==> images/congestion.png <==
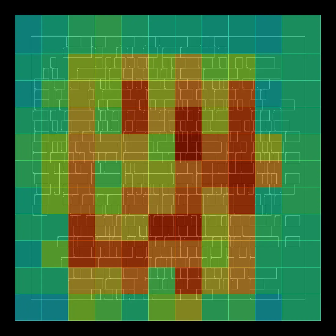
==> images/placement_by_type.png <==
(4 px per µm) Fill, decap, tap and diode cells in grey.
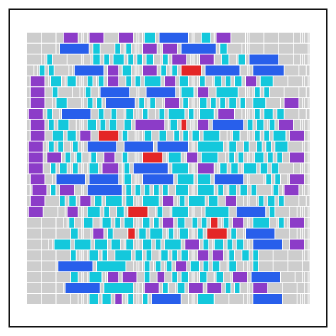
===== src/rtl/i2c_pkg.sv =====
// Shared I2C definitions: byte-writer command codes, bit-level codes and the
// write sequencer's state encoding.
package i2c_pkg;

    typedef enum logic [2:0] {
        WR_IDLE  = 3'b000,
        WR_START = 3'b001,
        WR_DATA  = 3'b011,
        WR_STOP  = 3'b100,
        WR_ACK   = 3'b101,
        WR_NACK  = 3'b110
    } wr_cmd_e;

    typedef enum logic [2:0] {
        BIT_IDLE   = 3'b000,
        BIT_START  = 3'b010,
        BIT_STOP   = 3'b011,
        BIT_DATA_0 = 3'b100,
        BIT_DATA_1 = 3'b101,
        BIT_ACK    = 3'b110,
        BIT_NACK   = 3'b111
    } bit_code_e;

    typedef enum logic [3:0] {
        ST_IDLE     = 4'd0,
        ST_START    = 4'd1,
        ST_ADDR     = 4'd2,
        ST_ADDR_ACK = 4'd3,
        ST_FETCH    = 4'd4,
        ST_DATA     = 4'd5,
        ST_DATA_ACK = 4'd6,
        ST_STOP     = 4'd7,
        ST_DONE     = 4'd8
    } seq_state_e;

    function automatic logic [7:0] sat_inc8(input logic [7:0] v);
        return (v == 8'hFF) ? v : v + 8'd1;
    endfunction

endpackage


===== src/rtl/i2c_tx_shifter.sv =====
// 8-bit parallel-load register that shifts left (zero fill) on each consumed
// bit and exposes its MSB as the next bit to transmit.
module i2c_tx_shifter (
    input  logic       clock,
    input  logic       reset,
    input  logic       load_i,
    input  logic [7:0] load_data_i,
    input  logic       shift_i,
    output logic       msb_o
);

    logic [7:0] shift_q;
    logic [7:0] shift_d;

    always_comb begin
        shift_d = shift_q;
        if (load_i) begin
            shift_d = load_data_i;
        end else if (shift_i) begin
            shift_d = {shift_q[6:0], 1'b0};
        end
    end

    always_ff @(posedge clock) begin
        if (reset) begin
            shift_q <= 8'h00;
        end else begin
            shift_q <= shift_d;
        end
    end

    assign msb_o = shift_q[7];

endmodule


===== src/rtl/i2c_master_write_sequencer.sv =====
// Transaction-level I2C write sequencer: START, address+W, payload bytes and
// STOP issued as byte-writer commands, with slave ACK checked after each byte.
module i2c_master_write_sequencer
    import i2c_pkg::*;
(
    input  logic       clock,
    input  logic       reset,
    input  logic       cmd_valid,
    input  logic [6:0] cmd_addr,
    output logic       cmd_ready,
    input  logic       tx_valid,
    input  logic [7:0] tx_data,
    input  logic       tx_last,
    output logic       tx_ready,
    output logic       busy,
    output logic       done,
    output logic       nack_err,
    output logic [7:0] ack_count,
    output logic       wr_go,
    output logic [2:0] wr_command,
    output logic       wr_data,
    input  logic       wr_load,
    input  logic       wr_finish,
    output logic       ack_go,
    input  logic       ack_finish,
    input  logic       ack_bit
);

    seq_state_e state_q, state_d;
    wr_cmd_e    wr_cmd_q, wr_cmd_d;
    logic       wr_go_q, wr_go_d;
    logic       ack_go_q, ack_go_d;
    logic       issued_q, issued_d;
    logic       tx_ready_q, tx_ready_d;
    logic       last_q, last_d;
    logic       err_q, err_d;
    logic [7:0] count_q, count_d;

    logic       sh_load;
    logic [7:0] sh_din;
    logic       sh_shift;

    always_comb begin
        state_d    = state_q;
        wr_cmd_d   = wr_cmd_q;
        wr_go_d    = wr_go_q;
        ack_go_d   = ack_go_q;
        issued_d   = issued_q;
        tx_ready_d = 1'b0;
        last_d     = last_q;
        err_d      = err_q;
        count_d    = count_q;
        sh_load    = 1'b0;
        sh_din     = tx_data;
        sh_shift   = ((state_q == ST_ADDR) || (state_q == ST_DATA)) && wr_load;

        case (state_q)
            ST_IDLE: begin
                if (cmd_valid) begin
                    sh_load = 1'b1;
                    sh_din  = {cmd_addr, 1'b0};
                    err_d   = 1'b0;
                    count_d = 8'h00;
                    last_d  = 1'b0;
                    state_d = ST_START;
                end
            end
            // Go rises one cycle after entry, so it always has a low cycle
            // between consecutive commands.
            ST_START, ST_ADDR, ST_DATA, ST_STOP: begin
                if (!issued_q) begin
                    wr_go_d  = 1'b1;
                    issued_d = 1'b1;
                    wr_cmd_d = (state_q == ST_START) ? WR_START :
                               (state_q == ST_STOP)  ? WR_STOP  : WR_DATA;
                end else if (wr_go_q && wr_finish) begin
                    wr_go_d  = 1'b0;
                    wr_cmd_d = WR_IDLE;
                    if (state_q == ST_START) begin
                        state_d = ST_ADDR;
                    end else if (state_q == ST_ADDR) begin
                        state_d = ST_ADDR_ACK;
                    end else if (state_q == ST_DATA) begin
                        state_d = ST_DATA_ACK;
                    end else begin
                        state_d = ST_DONE;
                    end
                end
            end
            ST_ADDR_ACK, ST_DATA_ACK: begin
                if (!issued_q) begin
                    ack_go_d = 1'b1;
                    issued_d = 1'b1;
                end else if (ack_go_q && ack_finish) begin
                    ack_go_d = 1'b0;
                    if (ack_bit) begin
                        err_d   = 1'b1;
                        state_d = ST_STOP;
                    end else if (state_q == ST_ADDR_ACK) begin
                        state_d = ST_FETCH;
                    end else begin
                        count_d = sat_inc8(count_q);
                        state_d = last_q ? ST_STOP : ST_FETCH;
                    end
                end
            end
            ST_FETCH: begin
                if (tx_ready_q) begin
                    if (tx_valid) begin
                        sh_load = 1'b1;
                        last_d  = tx_last;
                        state_d = ST_DATA;
                    end
                end else if (tx_valid) begin
                    tx_ready_d = 1'b1;
                end
            end
            ST_DONE: begin
                state_d = ST_IDLE;
            end
            default: begin
                state_d = ST_IDLE;
            end
        endcase

        if (state_d != state_q) begin
            issued_d = 1'b0;
        end
    end

    always_ff @(posedge clock) begin
        if (reset) begin
            state_q    <= ST_IDLE;
            wr_cmd_q   <= WR_IDLE;
            wr_go_q    <= 1'b0;
            ack_go_q   <= 1'b0;
            issued_q   <= 1'b0;
            tx_ready_q <= 1'b0;
            last_q     <= 1'b0;
            err_q      <= 1'b0;
            count_q    <= 8'h00;
        end else begin
            state_q    <= state_d;
            wr_cmd_q   <= wr_cmd_d;
            wr_go_q    <= wr_go_d;
            ack_go_q   <= ack_go_d;
            issued_q   <= issued_d;
            tx_ready_q <= tx_ready_d;
            last_q     <= last_d;
            err_q      <= err_d;
            count_q    <= count_d;
        end
    end

    i2c_tx_shifter u_shifter (
        .clock       (clock),
        .reset       (reset),
        .load_i      (sh_load),
        .load_data_i (sh_din),
        .shift_i     (sh_shift),
        .msb_o       (wr_data)
    );

    assign cmd_ready  = (state_q == ST_IDLE);
    assign busy       = (state_q != ST_IDLE);
    assign done       = (state_q == ST_DONE);
    assign nack_err   = err_q;
    assign ack_count  = count_q;
    assign wr_go      = wr_go_q;
    assign wr_command = wr_cmd_q;
    assign ack_go     = ack_go_q;
    assign tx_ready   = tx_ready_q;

endmodule


===== config.mk =====
export PLATFORM = sky130hd
export DESIGN_NAME = i2c_master_write_sequencer
export DESIGN_NICKNAME = d
export VERILOG_FILES = /design/src/rtl/i2c_pkg.sv /design/src/rtl/i2c_tx_shifter.sv /design/src/rtl/i2c_master_write_sequencer.sv
export SDC_FILE = /design/constraint.sdc
export NUM_CORES = 1
export LEC_CHECK = 0
export ABC_AREA = 1
export ABC_CLOCK_PERIOD_IN_PS = 1600
export CELL_PAD_IN_SITES_DETAIL_PLACEMENT = 1
export CELL_PAD_IN_SITES_GLOBAL_PLACEMENT = 1
export CORE_MARGIN = 4
export CORE_UTILIZATION = 34
export DETAILED_ROUTE_END_ITERATION = 7
export PLACE_DENSITY = 0.89
export SETUP_SLACK_MARGIN = 0.05
export SYNTH_ARGS = -nofsm -noshare
export SYNTH_HDL_FRONTEND = slang
export SYNTH_SLANG_ARGS = --single-unit

===== constraint.sdc =====
create_clock -name clock -period 1.6 [get_ports clock]
set_input_delay 0.24 -clock clock [delete_from_list [all_inputs] [get_ports clock]]
set_output_delay 0.24 -clock clock [all_outputs]
set_load 0.01 [all_outputs]

==> notes.md <==
State of the implementation.

- After synthesis, the mean cell area works out to 6.60 µm².
- For the completed layout, the total cell area is recorded as 0.00265 mm².
- The critical path in this run is classified as reg2out.
- The number of antenna violations at the first check in global routing is 0.
- Hold-check failures listed in the final report amount to 0.
- The iteration count recorded for the first detailed-route pass is 4.
- The fraction of final layout cells sized beyond drive strength 1 is 27.4%, for reference.
- The clock tree synthesis step divided the H-tree into 2 levels.
- Traced cell by cell, the critical path runs through inv_6, nand2_4, nor2_4, clkdlybuf4s15_1.
- The highest clock rate is 0.652 GHz, for reference.
- Per the OpenROAD floorplan log, the width of the die is 79.0 µm.
- The die height is 79.0 µm, for reference.
- The clock slew at the register clock pins of the worst setup and hold paths is 0.07 ns, for reference.
- The post-layout total power is 1630 µW, for reference.
- After detailed routing, the number of vias per cell comes to 5.17.
- The routed design could run at a clock period as short as 1.53 ns.
- The timing report gives the biggest stage delay along the critical path as 0.40 ns.
- The total power per unit cell area is 618 mW/mm², for reference.
- Global routing consumed, over all layers together, 18.0% of the routing resources.
- The number of input and output port buffers inserted is 42, for reference.
- The share of synthesized cell area in full adder, half adder and majority cells is 0.729%, for reference.
- Entering global routing, the biggest net connects 17 pins.
- The critical path crosses 4 cells after its start point.
- The part of the Yosys area used for sequential elements is 33.8%, for reference.
- The first global-routing pass estimated 8870 µm of wire.
- The core footprint is 0.00482 mm², for reference.
- In the layout the commonest cells are nand2_1 (67), clkdlybuf4s50_1 (39), inv_1 (22), nor2_1 (22).
- The max-slew violation count is 0, for reference.
- Counting flops and latches in the post-synthesis netlist gives 29.
- The count of nets left with antenna violations once routing finished came out at 0.
- Data on the critical path arrives at its endpoint at 1.29 ns.
- Across all stage logs, warnings added up to 28.
- The max-cap violation count is 0, for reference.
- The leakage dissipation is 0.00106 µW, for reference.
- STA lists the endpoint of the worst register-to-register path as ack_count[1].
- According to the finish report, the design has a final net count of 353.
- Counting every instance in the synthesized netlist gives 260.
- The chip area line in the Yosys stat output reads 0.00172 mm².
- The launch point of the worst path is state_q[1], for reference.
- The placed wire-length estimate is 4110 µm, for reference.
- The peak ir drop on the vdd network is 0.000392 V, for reference.
- Counting distinct cell types in the post-synthesis netlist gives 27.
- At the floorplan stage, the core utilization is reported as 35.6%.
- The startpoint type of the worst setup path is a flop, for reference.
- The number of nets at floorplan is 285, for reference.
- The relative area change from synthesis to final layout is 54.2%, for reference.
- TritonCTS built the clock tree.
- STA classifies the critical path endpoint as a primary output.
- The number of cell instances on the worst register-to-register path is 8, for reference.
- The number of filler instances in the final layout is 629, for reference.
- For this run, the final setup violation count is recorded as 0.
- The worst hold path was traced through 2 stages.
- The script reports the combined buffer and inverter count of the critical path as 2.
- Per the cell usage report, the commonest logic cell in the layout is nand2_1.
- The sum of overflow across all layers after global routing is 0, for reference.
- The timing report attributes the biggest portion of critical-path delay to flip-flops.
- The reg-to-reg setup timing slack is 0.09 ns, for reference.
- The most critical min-delay path falls under reg2reg.
- The main logic family after synthesis is simple AND/OR/NAND/NOR gates, for reference.
- The routed via count is 2049, for reference.
- Setup repair after global routing could not meet its margin everywhere.
- The simple logic cell fraction of the synthesized area is 41.2%, for reference.
- The complex-gate fraction of the synthesized area is 14.9%, for reference.
- The share of the cycle needed by the critical path after routing is 95.8%, for reference.
- The total inserted antenna cells is 0, for reference.
- The endpoint of the most critical setup path is cmd_ready, for reference.
- The total standard cell area after synthesis is 0.00172 mm², for reference.
- The number of clock sinks is 29, for reference.
- The area of the die is 0.00625 mm², for reference.
- The number of global-route vias before repair is 1917, for reference.
- Per the CTS log, the root buffer master is clkbuf_8.
- The pin closest to its max-slew limit shows a slew of 0.316 ns.
- The area fraction in xor and xnor cells is 2.04%, for reference.
- The final weighted congestion recorded by global placement is 0.832.
- Per the TritonCTS log, the buffer count is 5.
- After layout, the setup clock skew is reported as 0.00724 ns.
- The remaining max-slew budget at the tightest pin is 78.8%, for reference.
- For this run, the number of Yosys warnings is 0.
- Yosys reports the multiplexer fraction of the synthesized area as 0%.
- The clock latency on the worst-skew pair is 0.28 ns, for reference.
- The worst-case clock buffer depth is 2, for reference.
- Summing all placed instances gives a cell area of 0.00229 mm².
- The slowest cell on the critical path is dfxtp_4, for reference.
- The routed design has 6290 µm of wire.
- The number of cells in the yosys synthesis report is 260, for reference.
- Of all nets on the critical path, the largest fanout is 6.
- The violation count after the first detailed-route iteration is 98, for reference.
- In the routed design, unresolved DRC markers number 0.
- The reg-to-reg startpoint is state_q[3], for reference.
- At the worst endpoint, the required time is 1.36 ns.
- The flow ran to the end, and the final reports show no timing, DRC or antenna violations.
- 43 I/O pins were placed.
## Picture notes: congestion.png
met1 Resource Use GR: 20.4%
wire length per cell after detailed routing: 15.9 µm
post-route core utilization: 54.9%
met3 track demand over resource in global routing: 4.65%

## Picture notes: placement_by_type.png
- combinational and other logic: cyan (cells 226; share of their area 49%)
- clock drivers and dummy loads: red (cells 8; share of their area 3.2%)
- flops: blue (cells 29; share of their area 24%)
- other buffers and delay cells: purple (cells 66; share of their area 24%)
share of the final layout cell area in sequential cells: 23.0%
# rows: 25

[state kept, by name (all words and copies together), names as in the netlist]
| signal | count |
|---|---|
| tx_ready | 1 |
| wr_go | 1 |
| issued_q | 1 |
| u_shifter.shift_q | 8 |
| state_q | 4 |
| last_q | 1 |
| ack_go | 1 |
| ack_count | 8 |
| wr_command | 3 |
| nack_err | 1 |
[layout make-up]
type | count | area (µm²) | share of cell area (%)
inverter | 27 | 119 | 4.49
clock inverter | 2 | 10.0 | 0.378
sequential | 29 | 608 | 23.0
timing repair buffer | 66 | 614 | 23.2
tap | 67 | 83.8 | 3.17
clock buffer | 6 | 72.6 | 2.74
multi-input combinational | 199 | 1140 | 43.0
[Yosys cell counts, drive strengths merged]
cell,number,area [µm²]
nand3,22,123
dfxtp,29,581
nor3,6,30.0
nand4,2,12.5
inv,27,101
o211ai,6,45.0
a21oi,22,114
clkbuf,2,7.51
buf,3,16.3
nor2,36,188
a31oi,5,31.3
xor2,4,35.0
nand2,85,354
ha,1,12.5
o21ai,10,65.1
[power by group]
group | switching, µW | leakage, µW | total (µW) | internal [µW]
Clock | 294 | 0.0000450 | 595 | 301
Combinational | 142 | 0.000773 | 281 | 139
Sequential | 21.4 | 0.000243 | 759 | 737
Total | 458 | 0.00106 | 1630 | 1180
[what timing repair did]
item                       in CTS  in global routing
hold endpoints to repair        0                  0
hold buffers                    0                  0
pin swaps                       3                 17
buffers inserted                0                 12
setup endpoints to repair      22                 27
gates resized                  15                 53
[layer usage]
| metal | part of all wire, % | wire length, µm | GRT usage, % | vias to the layer above |
|---|---|---|---|---|
| li1 | - | - | - | 979 |
| met1 | 41 | 2600 | 20.4 | 986 |
| met2 | 51 | 3220 | 32.2 | 60 |
| met3 | 4.3 | 268 | 4.65 | 24 |
| met4 | 3.1 | 195 | 6.36 | 0 |
| met5 | 0 | 0 | 0 | - |
[worst reg2reg max path, delay by kind of cell (launching register included)]
kind	cells	cell delay, ns
compound gates	2	0.38
buf+inv	2	0.27
flops	1	0.38
simple gates	4	0.41
[cell families after synthesis]
logic type	count (synthesis)
compound gates	43
flops	29
xor+xnor	4
fa+ha+maj	1
buf+inv	32
simple gates	151
[metrics by stage]
stage / TNS, ns / cells / util [%] / hold slack, ns / worst slack, ns
floorplan: 0 / 260 / - / 0.365 / 0.116
global placement: -0.228 / 376 / 47.5 / 0.446 / -0.0324
detailed placement: -0.665 / 376 / 47.5 / 0.455 / -0.0704
CTS: 0 / 384 / 49.7 / 0.469 / 0.0447
global route: -0.0253 / 396 / 54.9 / 0.496 / -0.0253
finish: 0 / 396 / 54.9 / 0.466 / 0.0674
[worst min path at each step]
stage                                      end  slack (ns)                  from
after global placement                tx_ready        0.45              tx_ready
after floorplan                       tx_ready        0.37              tx_valid
after CTS                 u_shifter.shift_q[0]        0.47  u_shifter.shift_q[0]
after global routing      u_shifter.shift_q[0]        0.50  u_shifter.shift_q[0]
final                     u_shifter.shift_q[0]        0.47  u_shifter.shift_q[0]
after detailed placement              tx_ready        0.46              tx_ready
Power is estimated from default activity; no workload was simulated.
